met1.png
Scale bar: 20 µm. Cells faint in the background.
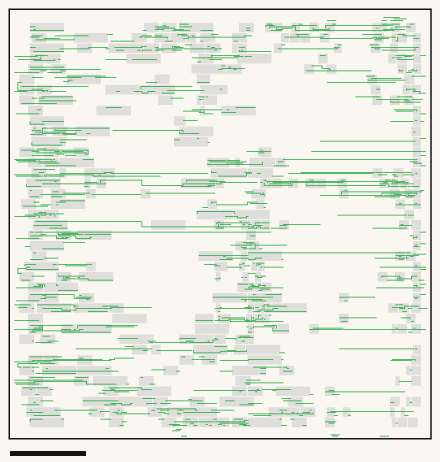
met2.png
Scale bar: 20 µm. Cells faint in the background.
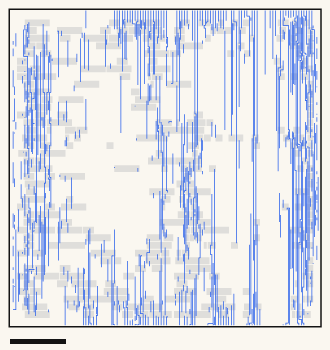
met3.png
Scale bar: 20 µm. Cells faint in the background.
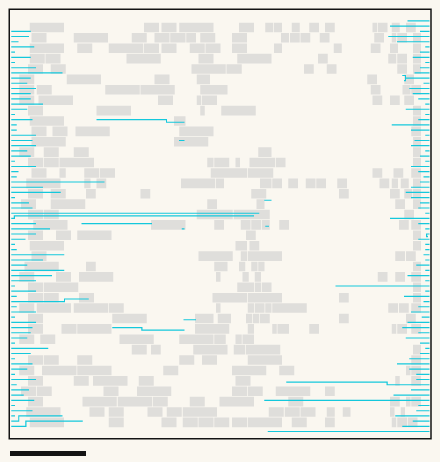
pins.png
Scale bar: 20 µm. Pins as bars across the die edge, other pins in gray.
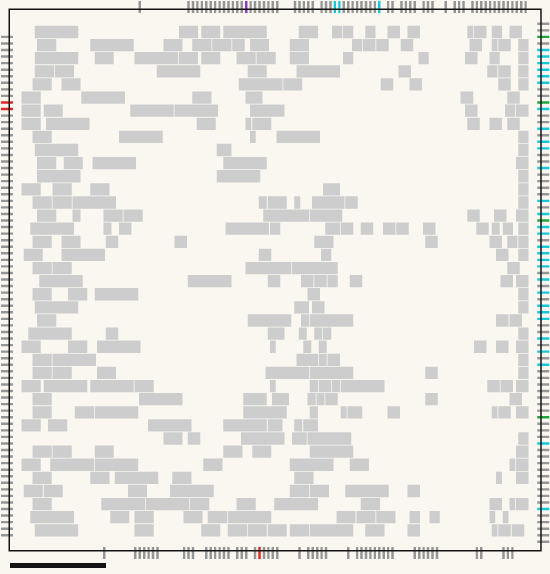
## config.mk

```make
export PLATFORM = sky130hd
export DESIGN_NAME = axi_rd_arbiter_flat
export DESIGN_NICKNAME = d
export VERILOG_FILES = /design/src/rtl/axi_rd_arbiter_if.sv /design/src/rtl/axi_rd_arbiter.sv /design/src/flat_wrapper.sv
export SDC_FILE = /design/constraint.sdc
export NUM_CORES = 1
export LEC_CHECK = 0
export ABC_CLOCK_PERIOD_IN_PS = 2200
export CAP_MARGIN = 40
export CORE_AREA = 2 2 108 110
export CTS_CLUSTER_SIZE = 30
export DETAILED_ROUTE_END_ITERATION = 6
export DIE_AREA = 0 0 110 112
export DONT_BUFFER_PORTS = 1
export GPL_TIMING_DRIVEN = 0
export MAX_ROUTING_LAYER = met4
export PLACE_DENSITY = 0.51
export SETUP_SLACK_MARGIN = 0.3
export SYNTH_ARGS = -nofsm -noshare
export SYNTH_HDL_FRONTEND = slang
export SYNTH_SLANG_ARGS = --single-unit
```

## constraint.sdc

```tcl
create_clock -name clk -period 2.2 [get_ports clk]
set_input_delay 0.22 -clock clk [delete_from_list [all_inputs] [get_ports clk]]
set_output_delay 0.22 -clock clk [all_outputs]
set_load 0.02 [all_outputs]
```

## src/rtl/axi_rd_arbiter_if.sv

```systemverilog
// axi_rd_arbiter_if: AXI3 read address + read data channel bundle.
// master drives AR and rready; slave drives arready and the R beat.
interface axi_rd_arbiter_if #(
    parameter int ID_W  = 4,
    parameter int LEN_W = 4
);
    logic [ID_W-1:0]  arid;
    logic [31:0]      araddr;
    logic [LEN_W-1:0] arlen;
    logic [2:0]       arsize;
    logic [1:0]       arburst;
    logic             arvalid;
    logic             arready;
    logic [ID_W-1:0]  rid;
    logic [31:0]      rdata;
    logic [1:0]       rresp;
    logic             rlast;
    logic             rvalid;
    logic             rready;

    modport master (
        output arid, araddr, arlen, arsize, arburst, arvalid, rready,
        input  arready, rid, rdata, rresp, rlast, rvalid
    );

    modport slave (
        input  arid, araddr, arlen, arsize, arburst, arvalid, rready,
        output arready, rid, rdata, rresp, rlast, rvalid
    );
endinterface

```

## src/rtl/axi_rd_arbiter.sv

```systemverilog
// axi_rd_arbiter: shares one AXI3 read port between ICache (s0) and DCache (s1),
// one outstanding burst at a time, round-robin on ties, len_err on bad beat counts.
module axi_rd_arbiter #(
    parameter int ID_W  = 4,
    parameter int LEN_W = 4
) (
    input  logic             clk,
    input  logic             rst,
    axi_rd_arbiter_if.slave  s0,
    axi_rd_arbiter_if.slave  s1,
    axi_rd_arbiter_if.master m,
    output logic [1:0]       m_arlock_o,
    output logic [3:0]       m_arcache_o,
    output logic [2:0]       m_arprot_o,
    output logic             len_err_o
);
    typedef enum logic [1:0] {IDLE, ADDR, DATA} state_e;

    state_e           state_q, state_d;
    logic             grant_q, last_grant_q, len_err_q;
    logic [ID_W-1:0]  id_q;
    logic [31:0]      addr_q;
    logic [LEN_W-1:0] len_q;
    logic [2:0]       size_q;
    logic [1:0]       burst_q;
    logic [LEN_W:0]   cnt_q;
    logic             req, win, sel0, sel1, beat;

    assign req  = s0.arvalid | s1.arvalid;
    // on a tie the side not served last wins
    assign win  = (s0.arvalid & s1.arvalid) ? ~last_grant_q : s1.arvalid;
    assign sel0 = (state_q == DATA) & ~grant_q;
    assign sel1 = (state_q == DATA) & grant_q;
    assign beat = m.rvalid & m.rready;

    // rst gates arready so nothing is accepted while reset is held
    assign s0.arready = (state_q == IDLE) & ~rst & s0.arvalid & ~win;
    assign s1.arready = (state_q == IDLE) & ~rst & s1.arvalid & win;

    assign m.arid    = id_q;
    assign m.araddr  = addr_q;
    assign m.arlen   = len_q;
    assign m.arsize  = size_q;
    assign m.arburst = burst_q;
    assign m.arvalid = state_q == ADDR;
    assign m.rready  = (sel0 & s0.rready) | (sel1 & s1.rready);

    assign m_arlock_o  = '0;
    assign m_arcache_o = '0;
    assign m_arprot_o  = '0;
    assign len_err_o   = len_err_q;

    assign s0.rvalid = sel0 & m.rvalid;
    assign s0.rid    = sel0 ? m.rid : '0;
    assign s0.rdata  = sel0 ? m.rdata : '0;
    assign s0.rresp  = sel0 ? m.rresp : '0;
    assign s0.rlast  = sel0 & m.rlast;
    assign s1.rvalid = sel1 & m.rvalid;
    assign s1.rid    = sel1 ? m.rid : '0;
    assign s1.rdata  = sel1 ? m.rdata : '0;
    assign s1.rresp  = sel1 ? m.rresp : '0;
    assign s1.rlast  = sel1 & m.rlast;

    always_comb begin
        state_d = state_q;
        if (state_q == IDLE && req) state_d = ADDR;
        if (state_q == ADDR && m.arready) state_d = DATA;
        if (beat && m.rlast) state_d = IDLE;
    end

    always_ff @(posedge clk or posedge rst) begin
        if (rst) begin
            state_q      <= IDLE;
            grant_q      <= 1'b0;
            last_grant_q <= 1'b0;
            len_err_q    <= 1'b0;
            id_q         <= '0;
            addr_q       <= '0;
            len_q        <= '0;
            size_q       <= '0;
            burst_q      <= '0;
            cnt_q        <= '0;
        end else begin
            state_q   <= state_d;
            len_err_q <= beat & m.rlast & (cnt_q != {1'b0, len_q});
            if (state_q == IDLE && req) begin
                grant_q <= win;
                id_q    <= win ? s1.arid    : s0.arid;
                addr_q  <= win ? s1.araddr  : s0.araddr;
                len_q   <= win ? s1.arlen   : s0.arlen;
                size_q  <= win ? s1.arsize  : s0.arsize;
                burst_q <= win ? s1.arburst : s0.arburst;
            end
            if (state_q == ADDR && m.arready) cnt_q <= '0;
            else if (beat) cnt_q <= cnt_q + 1'b1;
            if (beat && m.rlast) last_grant_q <= grant_q;
        end
    end
endmodule

```

## src/flat_wrapper.sv

```systemverilog
// flat-port wrapper written by rule: the top's interface ports become plain ports
module axi_rd_arbiter_flat 
#(
    parameter int ID_W  = 4,
    parameter int LEN_W = 4
)
  (clk, rst, m_arlock_o, m_arcache_o, m_arprot_o, len_err_o, s0_arid, s0_araddr, s0_arlen, s0_arsize, s0_arburst, s0_arvalid, s0_rready, s0_arready, s0_rid, s0_rdata, s0_rresp, s0_rlast, s0_rvalid, s1_arid, s1_araddr, s1_arlen, s1_arsize, s1_arburst, s1_arvalid, s1_rready, s1_arready, s1_rid, s1_rdata, s1_rresp, s1_rlast, s1_rvalid, m_arid, m_araddr, m_arlen, m_arsize, m_arburst, m_arvalid, m_rready, m_arready, m_rid, m_rdata, m_rresp, m_rlast, m_rvalid);
  axi_rd_arbiter_if #(.ID_W(ID_W), .LEN_W(LEN_W)) s0_i ();
  axi_rd_arbiter_if #(.ID_W(ID_W), .LEN_W(LEN_W)) s1_i ();
  axi_rd_arbiter_if #(.ID_W(ID_W), .LEN_W(LEN_W)) m_i ();
  input  logic clk;
  input  logic rst;
  output logic [1:0] m_arlock_o;
  output logic [3:0] m_arcache_o;
  output logic [2:0] m_arprot_o;
  output logic len_err_o;
  input wire logic [$bits(s0_i.arid)-1:0] s0_arid;
  input wire logic [$bits(s0_i.araddr)-1:0] s0_araddr;
  input wire logic [$bits(s0_i.arlen)-1:0] s0_arlen;
  input wire logic [$bits(s0_i.arsize)-1:0] s0_arsize;
  input wire logic [$bits(s0_i.arburst)-1:0] s0_arburst;
  input wire logic [$bits(s0_i.arvalid)-1:0] s0_arvalid;
  input wire logic [$bits(s0_i.rready)-1:0] s0_rready;
  output wire logic [$bits(s0_i.arready)-1:0] s0_arready;
  output wire logic [$bits(s0_i.rid)-1:0] s0_rid;
  output wire logic [$bits(s0_i.rdata)-1:0] s0_rdata;
  output wire logic [$bits(s0_i.rresp)-1:0] s0_rresp;
  output wire logic [$bits(s0_i.rlast)-1:0] s0_rlast;
  output wire logic [$bits(s0_i.rvalid)-1:0] s0_rvalid;
  input wire logic [$bits(s1_i.arid)-1:0] s1_arid;
  input wire logic [$bits(s1_i.araddr)-1:0] s1_araddr;
  input wire logic [$bits(s1_i.arlen)-1:0] s1_arlen;
  input wire logic [$bits(s1_i.arsize)-1:0] s1_arsize;
  input wire logic [$bits(s1_i.arburst)-1:0] s1_arburst;
  input wire logic [$bits(s1_i.arvalid)-1:0] s1_arvalid;
  input wire logic [$bits(s1_i.rready)-1:0] s1_rready;
  output wire logic [$bits(s1_i.arready)-1:0] s1_arready;
  output wire logic [$bits(s1_i.rid)-1:0] s1_rid;
  output wire logic [$bits(s1_i.rdata)-1:0] s1_rdata;
  output wire logic [$bits(s1_i.rresp)-1:0] s1_rresp;
  output wire logic [$bits(s1_i.rlast)-1:0] s1_rlast;
  output wire logic [$bits(s1_i.rvalid)-1:0] s1_rvalid;
  output wire logic [$bits(m_i.arid)-1:0] m_arid;
  output wire logic [$bits(m_i.araddr)-1:0] m_araddr;
  output wire logic [$bits(m_i.arlen)-1:0] m_arlen;
  output wire logic [$bits(m_i.arsize)-1:0] m_arsize;
  output wire logic [$bits(m_i.arburst)-1:0] m_arburst;
  output wire logic [$bits(m_i.arvalid)-1:0] m_arvalid;
  output wire logic [$bits(m_i.rready)-1:0] m_rready;
  input wire logic [$bits(m_i.arready)-1:0] m_arready;
  input wire logic [$bits(m_i.rid)-1:0] m_rid;
  input wire logic [$bits(m_i.rdata)-1:0] m_rdata;
  input wire logic [$bits(m_i.rresp)-1:0] m_rresp;
  input wire logic [$bits(m_i.rlast)-1:0] m_rlast;
  input wire logic [$bits(m_i.rvalid)-1:0] m_rvalid;
  assign s0_i.arid = s0_arid;
  assign s0_i.araddr = s0_araddr;
  assign s0_i.arlen = s0_arlen;
  assign s0_i.arsize = s0_arsize;
  assign s0_i.arburst = s0_arburst;
  assign s0_i.arvalid = s0_arvalid;
  assign s0_i.rready = s0_rready;
  assign s0_arready = s0_i.arready;
  assign s0_rid = s0_i.rid;
  assign s0_rdata = s0_i.rdata;
  assign s0_rresp = s0_i.rresp;
  assign s0_rlast = s0_i.rlast;
  assign s0_rvalid = s0_i.rvalid;
  assign s1_i.arid = s1_arid;
  assign s1_i.araddr = s1_araddr;
  assign s1_i.arlen = s1_arlen;
  assign s1_i.arsize = s1_arsize;
  assign s1_i.arburst = s1_arburst;
  assign s1_i.arvalid = s1_arvalid;
  assign s1_i.rready = s1_rready;
  assign s1_arready = s1_i.arready;
  assign s1_rid = s1_i.rid;
  assign s1_rdata = s1_i.rdata;
  assign s1_rresp = s1_i.rresp;
  assign s1_rlast = s1_i.rlast;
  assign s1_rvalid = s1_i.rvalid;
  assign m_arid = m_i.arid;
  assign m_araddr = m_i.araddr;
  assign m_arlen = m_i.arlen;
  assign m_arsize = m_i.arsize;
  assign m_arburst = m_i.arburst;
  assign m_arvalid = m_i.arvalid;
  assign m_rready = m_i.rready;
  assign m_i.arready = m_arready;
  assign m_i.rid = m_rid;
  assign m_i.rdata = m_rdata;
  assign m_i.rresp = m_rresp;
  assign m_i.rlast = m_rlast;
  assign m_i.rvalid = m_rvalid;
  axi_rd_arbiter #(.ID_W(ID_W), .LEN_W(LEN_W)) u_core (.clk(clk), .rst(rst), .s0(s0_i), .s1(s1_i), .m(m_i), .m_arlock_o(m_arlock_o), .m_arcache_o(m_arcache_o), .m_arprot_o(m_arprot_o), .len_err_o(len_err_o));
endmodule
```

==> summary.rpt <==
=== SYNTHESIS / PLACE & ROUTE SUMMARY ===
----------------------------------------------------
[Routing]
  Remaining DRCs ........................ 0
  Average wire per standard cell ........................ between 20 and 25 µm
  Metal3 WL ........................ around 1000 µm
  Via density per instance ........................ about 5.0
  Number of routed nets with antenna violations ........................ 0
  Wire length on met2 ........................ approximately 5500 µm

[Critical path]
  Capture instance of the worst register-to-register path ........................ u_core.m.araddr[24]
  Total stage count of the critical path ........................ 4
  R2r setup slk ........................ ~0.51 ns
  Startpoint class of the critical path ........................ register

[Power]
  Proportion of power drawn by the clock network ........................ around 15%
  Net switching power figure ........................ 0.00257 W
  Power drawn by the sequential cells ........................ ~0.0025 W
  Switching portion of total power ........................ a little under half
  Relative contribution of sequential cells to total power ........................ between 40% and 50%

[Layout]
  Top cell excl fill/tap ........................ sky130_fd_sc_hd__mux2_2
  N_diodes ........................ 0
  Most common logic cells in the final layout ........................ sky130_fd_sc_hd__mux2_2 (92), sky130_fd_sc_hd__dfrtp_1 (52), sky130_fd_sc_hd__and2_2 (48), sky130_fd_sc_hd__and2_1 (33), sky130_fd_sc_hd__buf_4 (18)
  Inverters ........................ 2

[Global route]
  GRT Overall Usage ........................ between 10% and 20%
  Via count of the first global-routing pass ........................ ~2400
  Pin count of the biggest net entering global routing ........................ 32
  Global routing's busiest layer ........................ met2

[Timing]
  Setup repair after global routing missed its margin ........................ yes
  Period minus WS final ........................ 1.85 ns
  Worst-margin pin slew ........................ 0.661 ns
  Final worst slack ........................ about 0.35 ns
  Post-layout period usage ........................ a little over four fifths

[Floorplanning]
  Top Ports ........................ roughly 280
  Number of tapcells ........................ 143

[Logic synthesis]
  Biggest area cells ........................ sky130_fd_sc_hd__dfrtp_1 (40%), sky130_fd_sc_hd__mux2_2 (30%), sky130_fd_sc_hd__and2_1 (15%), sky130_fd_sc_hd__buf_4 (2.9%), sky130_fd_sc_hd__buf_6 (1.3%)
  Synth area leader ........................ sky130_fd_sc_hd__dfrtp_1
  Average cell area after synthesis ........................ ~11 µm²
  Dominant synthesized flop cell ........................ sky130_fd_sc_hd__dfrtp_1
  Post-synth EDFFs ........................ 0
  Top non-seq family ........................ multiplexers
  Yosys chip area ........................ 3400 µm²
  Netlist area before placement ........................ between 3000 and 4000 µm²

[Hold path]
  Hold Crit Class ........................ in -> reg
  WHS Endpoint ........................ u_core.len_err_o

[Job]
  Maximum capacitance violations ........................ 0

[Placement]
  Detailed placement HPWL ........................ 8380 µm
  Final RePlAce weighted congestion ........................ 0.701

[CTS]
  Number of buffers inserted during clock tree synthesis ........................ 5

[Status]
  Run status ........................ finished, final reports clean

----------------------------------------------------
-- met1.png (at the start) --
longest straight run: 61.6 µm
share of all routed wire: 34%
nets with wire on the layer: 391
main direction: horizontal
final WL: 10200 µm
met1 Use GR: 16.2%

-- met2.png (at the start) --
nets with wire on the layer: 423
share of all routed wire: 54%
wire length on this layer: 5510 µm
met2 GRT Util: 29.7%
total number of vias: 2333

-- met3.png (at the start) --
nets with wire on the layer: 158
share of all routed wire: 10%
main direction: horizontal

-- pins.png (at the start) --
| color | port | pins | direction | edge |
|---|---|---|---|---|
| cyan | `s0_rdata` | 32 | output | 29 right, 3 top |
| purple | `rst` | 1 | input | top |
| green | `s0_rid` | 4 | output | right |
| red | `s0_arsize` | 3 | input | 2 left, 1 bottom |
die y size: 112 µm
width of the die: 110 µm
Port Buf Inserts: 0

==> metrics by stage <==
stage / util, % / instances / power [W] / cell area, µm²
2_1_floorplan: - / 309 / 0.00418 / 3430
3_3_place_gp: 32.3 / 452 / 0.00462 / 3610
3_5_place_dp: 32.6 / 454 / 0.00466 / 3640
4_1_cts: 34.6 / 462 / 0.00561 / 3870
5_1_grt: 35.3 / 463 / 0.00595 / 3940
6_report: 35.3 / 463 / 0.00559 / 3940
==> repair_timing <==
action                     4_1_cts  5_1_grt
hold buffers                     1        0
hold endpoints to repair        24        0
pin swaps                        1        1
setup buffers                    0        1
setup endpoints to repair       83       82
gates resized                   46       40
Power is estimated from default activity; no workload was simulated.
